## src/rtl/mem_arbiter_pkg.sv

```systemverilog
// Shared types for the two-port memory arbiter: FSM state and requester id.
package mem_pkg;

  typedef enum logic [1:0] {
    IDLE  = 2'd0,
    ISSUE = 2'd1,
    WAIT  = 2'd2
  } state_t;

  // Port 0 is the instruction-fetch requester, port 1 the data requester.
  typedef enum logic {
    PORT0 = 1'b0,
    PORT1 = 1'b1
  } port_id_t;

endpackage

```

## src/rtl/mem_arbiter_rr_pick.sv

```systemverilog
// Combinational two-way round-robin picker: a lone requester wins outright,
// a tie goes to the port that was not served last.
module rr_pick
  import mem_pkg::*;
(
  input  logic     req0_i,
  input  logic     req1_i,
  input  port_id_t last_i,
  output port_id_t grant_o
);

  always_comb begin
    grant_o = PORT0;
    if (req0_i && req1_i) begin
      grant_o = (last_i == PORT0) ? PORT1 : PORT0;
    end else if (req1_i) begin
      grant_o = PORT1;
    end
  end

endmodule

```

## src/rtl/mem_arbiter.sv

```systemverilog
// Arbitrates instruction-fetch (port 0) and data (port 1) requests onto a
// single memory-controller channel, one transaction at a time.
module mem_arbiter
  import mem_pkg::*;
#(
  parameter int ADDR_WIDTH = 16,
  parameter int DATA_WIDTH = 16
) (
  input  logic                  clk,
  input  logic                  rst,
  input  logic [ADDR_WIDTH-1:0] p0_addr,
  input  logic [DATA_WIDTH-1:0] p0_wdata,
  input  logic                  p0_r_en,
  input  logic                  p0_w_en,
  output logic                  p0_cplt,
  output logic [DATA_WIDTH-1:0] p0_rdata,
  input  logic [ADDR_WIDTH-1:0] p1_addr,
  input  logic [DATA_WIDTH-1:0] p1_wdata,
  input  logic                  p1_r_en,
  input  logic                  p1_w_en,
  output logic                  p1_cplt,
  output logic [DATA_WIDTH-1:0] p1_rdata,
  output logic [ADDR_WIDTH-1:0] mem_addr,
  output logic [DATA_WIDTH-1:0] mem_data_in,
  output logic                  mem_r_en,
  output logic                  mem_w_en,
  input  logic                  mem_rdy,
  input  logic                  mem_cplt,
  input  logic [DATA_WIDTH-1:0] mem_data_out
);

  state_t                state_q;
  port_id_t              port_q;
  port_id_t              last_q;
  logic [ADDR_WIDTH-1:0] addr_q;
  logic [DATA_WIDTH-1:0] wdata_q;
  logic                  rEn_q;
  logic                  wEn_q;

  logic                  p0Req;
  logic                  p1Req;
  port_id_t              grant;
  logic [ADDR_WIDTH-1:0] selAddr;
  logic [DATA_WIDTH-1:0] selWdata;
  logic                  selRead;
  logic                  doneNow;

  assign p0Req = p0_r_en | p0_w_en;
  assign p1Req = p1_r_en | p1_w_en;

  rr_pick u_rr_pick (
    .req0_i (p0Req),
    .req1_i (p1Req),
    .last_i (last_q),
    .grant_o(grant)
  );

  // A port raising both enables is treated as a read.
  assign selAddr  = (grant == PORT0) ? p0_addr  : p1_addr;
  assign selWdata = (grant == PORT0) ? p0_wdata : p1_wdata;
  assign selRead  = (grant == PORT0) ? p0_r_en  : p1_r_en;

  always_ff @(posedge clk or posedge rst) begin
    if (rst) begin
      state_q <= IDLE;
      port_q  <= PORT0;
      last_q  <= PORT1;
      addr_q  <= '0;
      wdata_q <= '0;
      rEn_q   <= 1'b0;
      wEn_q   <= 1'b0;
    end else begin
      case (state_q)
        IDLE: begin
          if (p0Req || p1Req) begin
            port_q  <= grant;
            last_q  <= grant;
            addr_q  <= selAddr;
            wdata_q <= selWdata;
            rEn_q   <= selRead;
            wEn_q   <= ~selRead;
            state_q <= ISSUE;
          end
        end
        ISSUE: begin
          if (mem_rdy) begin
            rEn_q   <= 1'b0;
            wEn_q   <= 1'b0;
            state_q <= WAIT;
          end
        end
        WAIT: begin
          if (mem_cplt) begin
            state_q <= IDLE;
          end
        end
        default: state_q <= IDLE;
      endcase
    end
  end

  assign mem_addr    = addr_q;
  assign mem_data_in = wdata_q;
  assign mem_r_en    = rEn_q;
  assign mem_w_en    = wEn_q;

  // Completion is passed straight through so the requester sees it in the same cycle.
  assign doneNow  = (state_q == WAIT) && mem_cplt;
  assign p0_cplt  = doneNow && (port_q == PORT0);
  assign p1_cplt  = doneNow && (port_q == PORT1);
  assign p0_rdata = p0_cplt ? mem_data_out : '0;
  assign p1_rdata = p1_cplt ? mem_data_out : '0;

endmodule

```

## config.mk

```make
export PLATFORM = sky130hd
export DESIGN_NAME = mem_arbiter
export DESIGN_NICKNAME = d
export VERILOG_FILES = /design/src/rtl/mem_arbiter_pkg.sv /design/src/rtl/mem_arbiter_rr_pick.sv /design/src/rtl/mem_arbiter.sv
export SDC_FILE = /design/constraint.sdc
export NUM_CORES = 1
export LEC_CHECK = 0
export CORE_AREA = 5 5 82 84
export DETAILED_ROUTE_END_ITERATION = 6
export DIE_AREA = 0 0 87 89
export PLACE_DENSITY = 0.95
export SYNTH_ARGS = -nofsm -noshare
export SYNTH_HDL_FRONTEND = slang
export SYNTH_SLANG_ARGS = --single-unit
```

## constraint.sdc

```tcl
create_clock -name clk -period 2.6 [get_ports clk]
set_input_delay 0.26 -clock clk [delete_from_list [all_inputs] [get_ports clk]]
set_output_delay 0.26 -clock clk [all_outputs]
set_load 0.005 [all_outputs]
```

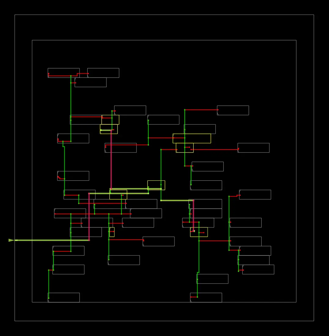
(clock nets)
clk_buf instances: 7
CTS Buf Count: 5

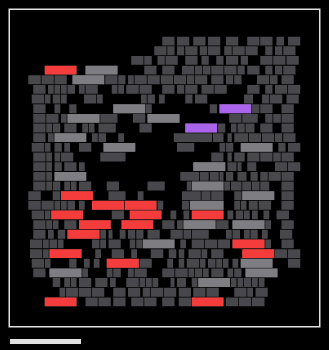
(where the registers sit)
Scale bar: 20 um.
Red stands for mem_addr, sequential cells 16. Purple stands for state_q, sequential cells 2.

==> summary.txt <==
Notes on the physical design

The run finished with clean final reports. In this run the count of I/O pins placed on the die edge is 156. The insertion delay at the late pin of the worst-skew pair is 280 ps. The sum of routed wire length over all layers is 8010 um. The post-CTS repair timing setup buffer count is 0.

The overall chip area is 7740 um2. The net load switching power is 1.24 mW. The quantity of gates resized following cts is 0.

The sort of element at the start of the critical path is a flip-flop. The highest supply drop recorded on VDD is 526 uV. For this run, the final setup violation count is recorded as 0. The static leakage is 1.50 nW.

STA puts the critical path data required time at 2340 ps. The area of all placed cells without fillers is 3900 um2. Clock tree buffers and inverters occupy 2.98% of the routed design's cell area. The script logs the mean routed wire length per placed instance as 16.9 um.

The area recorded from the Yosys report for this design is 2190 um2. The layout summary lists the proportion of cells stronger than drive strength 1 as 6.75%. During synthesis, Yosys emitted a total of 0 warnings. The core region is 5850 um2. The pre-CTS setup check shows a worst slack of 407 ps. The share of the cycle needed by the critical path after routing is 87.1%. The pre-antenna-repair detailed-routing pass consisted of 4 iterations. The cell sequence reported for the critical path is and4b_1 -> and2_1 -> clkdlybuf4s50_1.

The number of buffers other than clock buffers in the final layout is 163. The placed instance count is 467. Per the post-synthesis stats, the area per cell is 8.56 um2. The number of routed nets with antenna violations is 0. Ranked by total area, the top cell class in this layout is buffers. The final critical delay including setup and external delays is 2260 ps.

The pin count of the biggest net entering global routing is 39. The highest metal layer carrying signal wires in the routed design is met4. The number of buffer and inverter stages on the critical path is 1. The count of tool warnings is 26.

The layout report lists the multi-input gate area as 1100 um2. The largest individual stage delay along the critical path comes from the cell sky130_fd_sc_hd__and4b_1. The clock share of power is 14.7%. The timing report gives the clock slew at the launch and capture registers of the worst setup and hold paths as 70 ps. The largest fanout of any net on the critical path is 17. The cell family with the largest share of critical-path delay is simple AND/OR/NAND/NOR gates.

For this design, the CTS-stage hold fixing added 0 buffers. The number of cells on the worst reg-to-reg path is 4. The library cells used most frequently in the layout, excluding fill and tap cells, are sky130_fd_sc_hd__clkdlybuf4s50_1 (155), sky130_fd_sc_hd__dfrtp_1 (37), sky130_fd_sc_hd__o21ai_0 (34).

The detailed router placed 2576 vias in this run. The highest clock rate this design can be run at is 442 MHz. The OpenROAD report gives the critical path a data arrival time of 2000 ps. Counting buffers and inverters, the worst setup path is 3 cells deep. In this run, the number of DRC markers left after iteration 0 of detailed routing was 143. The area of placed instances is 3780 um2. In the final report, the number of pins over their slew limit comes to 0.

The area growth from synthesis to layout is 78.1%. The part of the total power dissipated in combinational logic is 53.6%. The TritonCTS clock tree is yes.

Recorded from the global router log, the overflow total was 0. The fraction of area in multi-input gates is 28.3%.
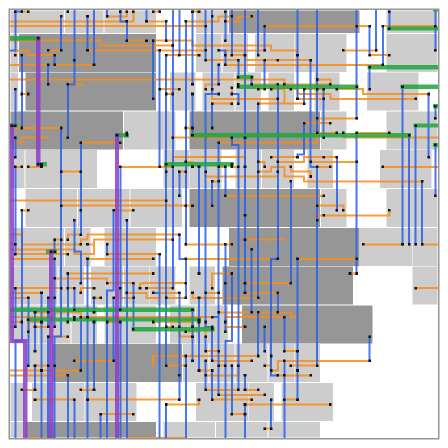
(zoomed window)
Region (50, 7) to (80, 37) um. Cells in grey, sequential cells in the stronger grey; small squares are vias.
Orange stands for metal 1. Green stands for metal 3. Purple stands for metal 4. Blue stands for metal 2.
Sequential cells in the window: 10. Most frequent: clkdlybuf4s50_1 (20), a21oi_1 (9), dfrtp_1 (9). Netlist names of flops here include mem_data_in (6), mem_addr (3). 68 logic cells have their middle in the window.

[flip-flops by register name, summed over array words and instances (netlist names)]
name and count:
mem_addr 16, mem_data_in 16, state_q 2, last_q 1, mem_r_en 1, mem_w_en 1, port_q 1
[synth_stat cells]
cell type | number | share of area, %
sky130_fd_sc_hd__dfrtp_1 | 37 | 42
sky130_fd_sc_hd__and2_1 | 32 | 9.1
sky130_fd_sc_hd__o32a_1 | 1 | 0.46
sky130_fd_sc_hd__a21bo_2 | 1 | 0.46
sky130_fd_sc_hd__buf_2 | 1 | 0.23
sky130_fd_sc_hd__o21ai_1 | 1 | 0.23
sky130_fd_sc_hd__o21a_1 | 1 | 0.34
sky130_fd_sc_hd__and2_4 | 1 | 0.40
sky130_fd_sc_hd__nand3_1 | 32 | 7.3
sky130_fd_sc_hd__dfstp_2 | 1 | 1.2
sky130_fd_sc_hd__and4b_1 | 1 | 0.46
sky130_fd_sc_hd__a32o_1 | 1 | 0.46
sky130_fd_sc_hd__nor3b_1 | 1 | 0.34
sky130_fd_sc_hd__buf_6 | 4 | 2.1
sky130_fd_sc_hd__o21ai_0 | 34 | 7.8
sky130_fd_sc_hd__a2111oi_0 | 1 | 0.40
sky130_fd_sc_hd__or4_1 | 1 | 0.34
sky130_fd_sc_hd__mux2_4 | 2 | 1.4
sky130_fd_sc_hd__a211oi_1 | 2 | 0.69
sky130_fd_sc_hd__a31oi_1 | 32 | 9.1
sky130_fd_sc_hd__nor2_1 | 4 | 0.69
sky130_fd_sc_hd__inv_1 | 3 | 0.51
sky130_fd_sc_hd__or2_2 | 2 | 0.57
sky130_fd_sc_hd__clkbuf_1 | 22 | 3.8
sky130_fd_sc_hd__nand2_1 | 1 | 0.17
sky130_fd_sc_hd__nand2b_1 | 3 | 0.86
sky130_fd_sc_hd__a21oi_1 | 32 | 7.3
sky130_fd_sc_hd__nor3b_2 | 1 | 0.57
sky130_fd_sc_hd__o221a_2 | 1 | 0.51
[how the worst max path moves through the flow]
stage | start | endpoint | slack, ps
after CTS | state_q[0] | p1_rdata[6] | 310
after global placement | mem_cplt | p1_rdata[6] | 500
after floorplan | state_q[0] | p0_rdata[10] | 980
after global routing | state_q[0] | p1_rdata[9] | 200
after detailed placement | mem_cplt | p1_rdata[6] | 410
final | state_q[0] | p1_rdata[6] | 340
[per-layer routing]
layer  global-route usage, %  vias to the layer above
li1                        -                     1219
met1                    23.5                     1228
met2                    36.5                      115
met3                    5.35                       14
met4                    4.39                        0
met5                       0                        -
[power by group through the flow]
| stage | Clock, mW | Combinational [mW] | Sequential [mW] |
|---|---|---|---|
| 5_1_grt | 0.556 | 2.05 | 1.16 |
| 6_report | 0.514 | 1.88 | 1.11 |
| 3_3_place_gp | 0 | 1.84 | 1.10 |
| 4_1_cts | 0.532 | 1.90 | 1.11 |
| 2_1_floorplan | 0 | 0.937 | 1.10 |
| 3_5_place_dp | 0 | 1.90 | 1.12 |
[kinds of logic (layout without fill, tap and decap cells)]
family | after synthesis | count (layout) | synth area share [%]
flops | 38 | 38 | 43.5
compound gates | 107 | 107 | 27.8
simple gates | 79 | 79 | 20.8
mux | 2 | 2 | 1.37
buf+inv | 30 | 174 | 6.57
No activity file was given, so power comes from the tool's default toggle rates.
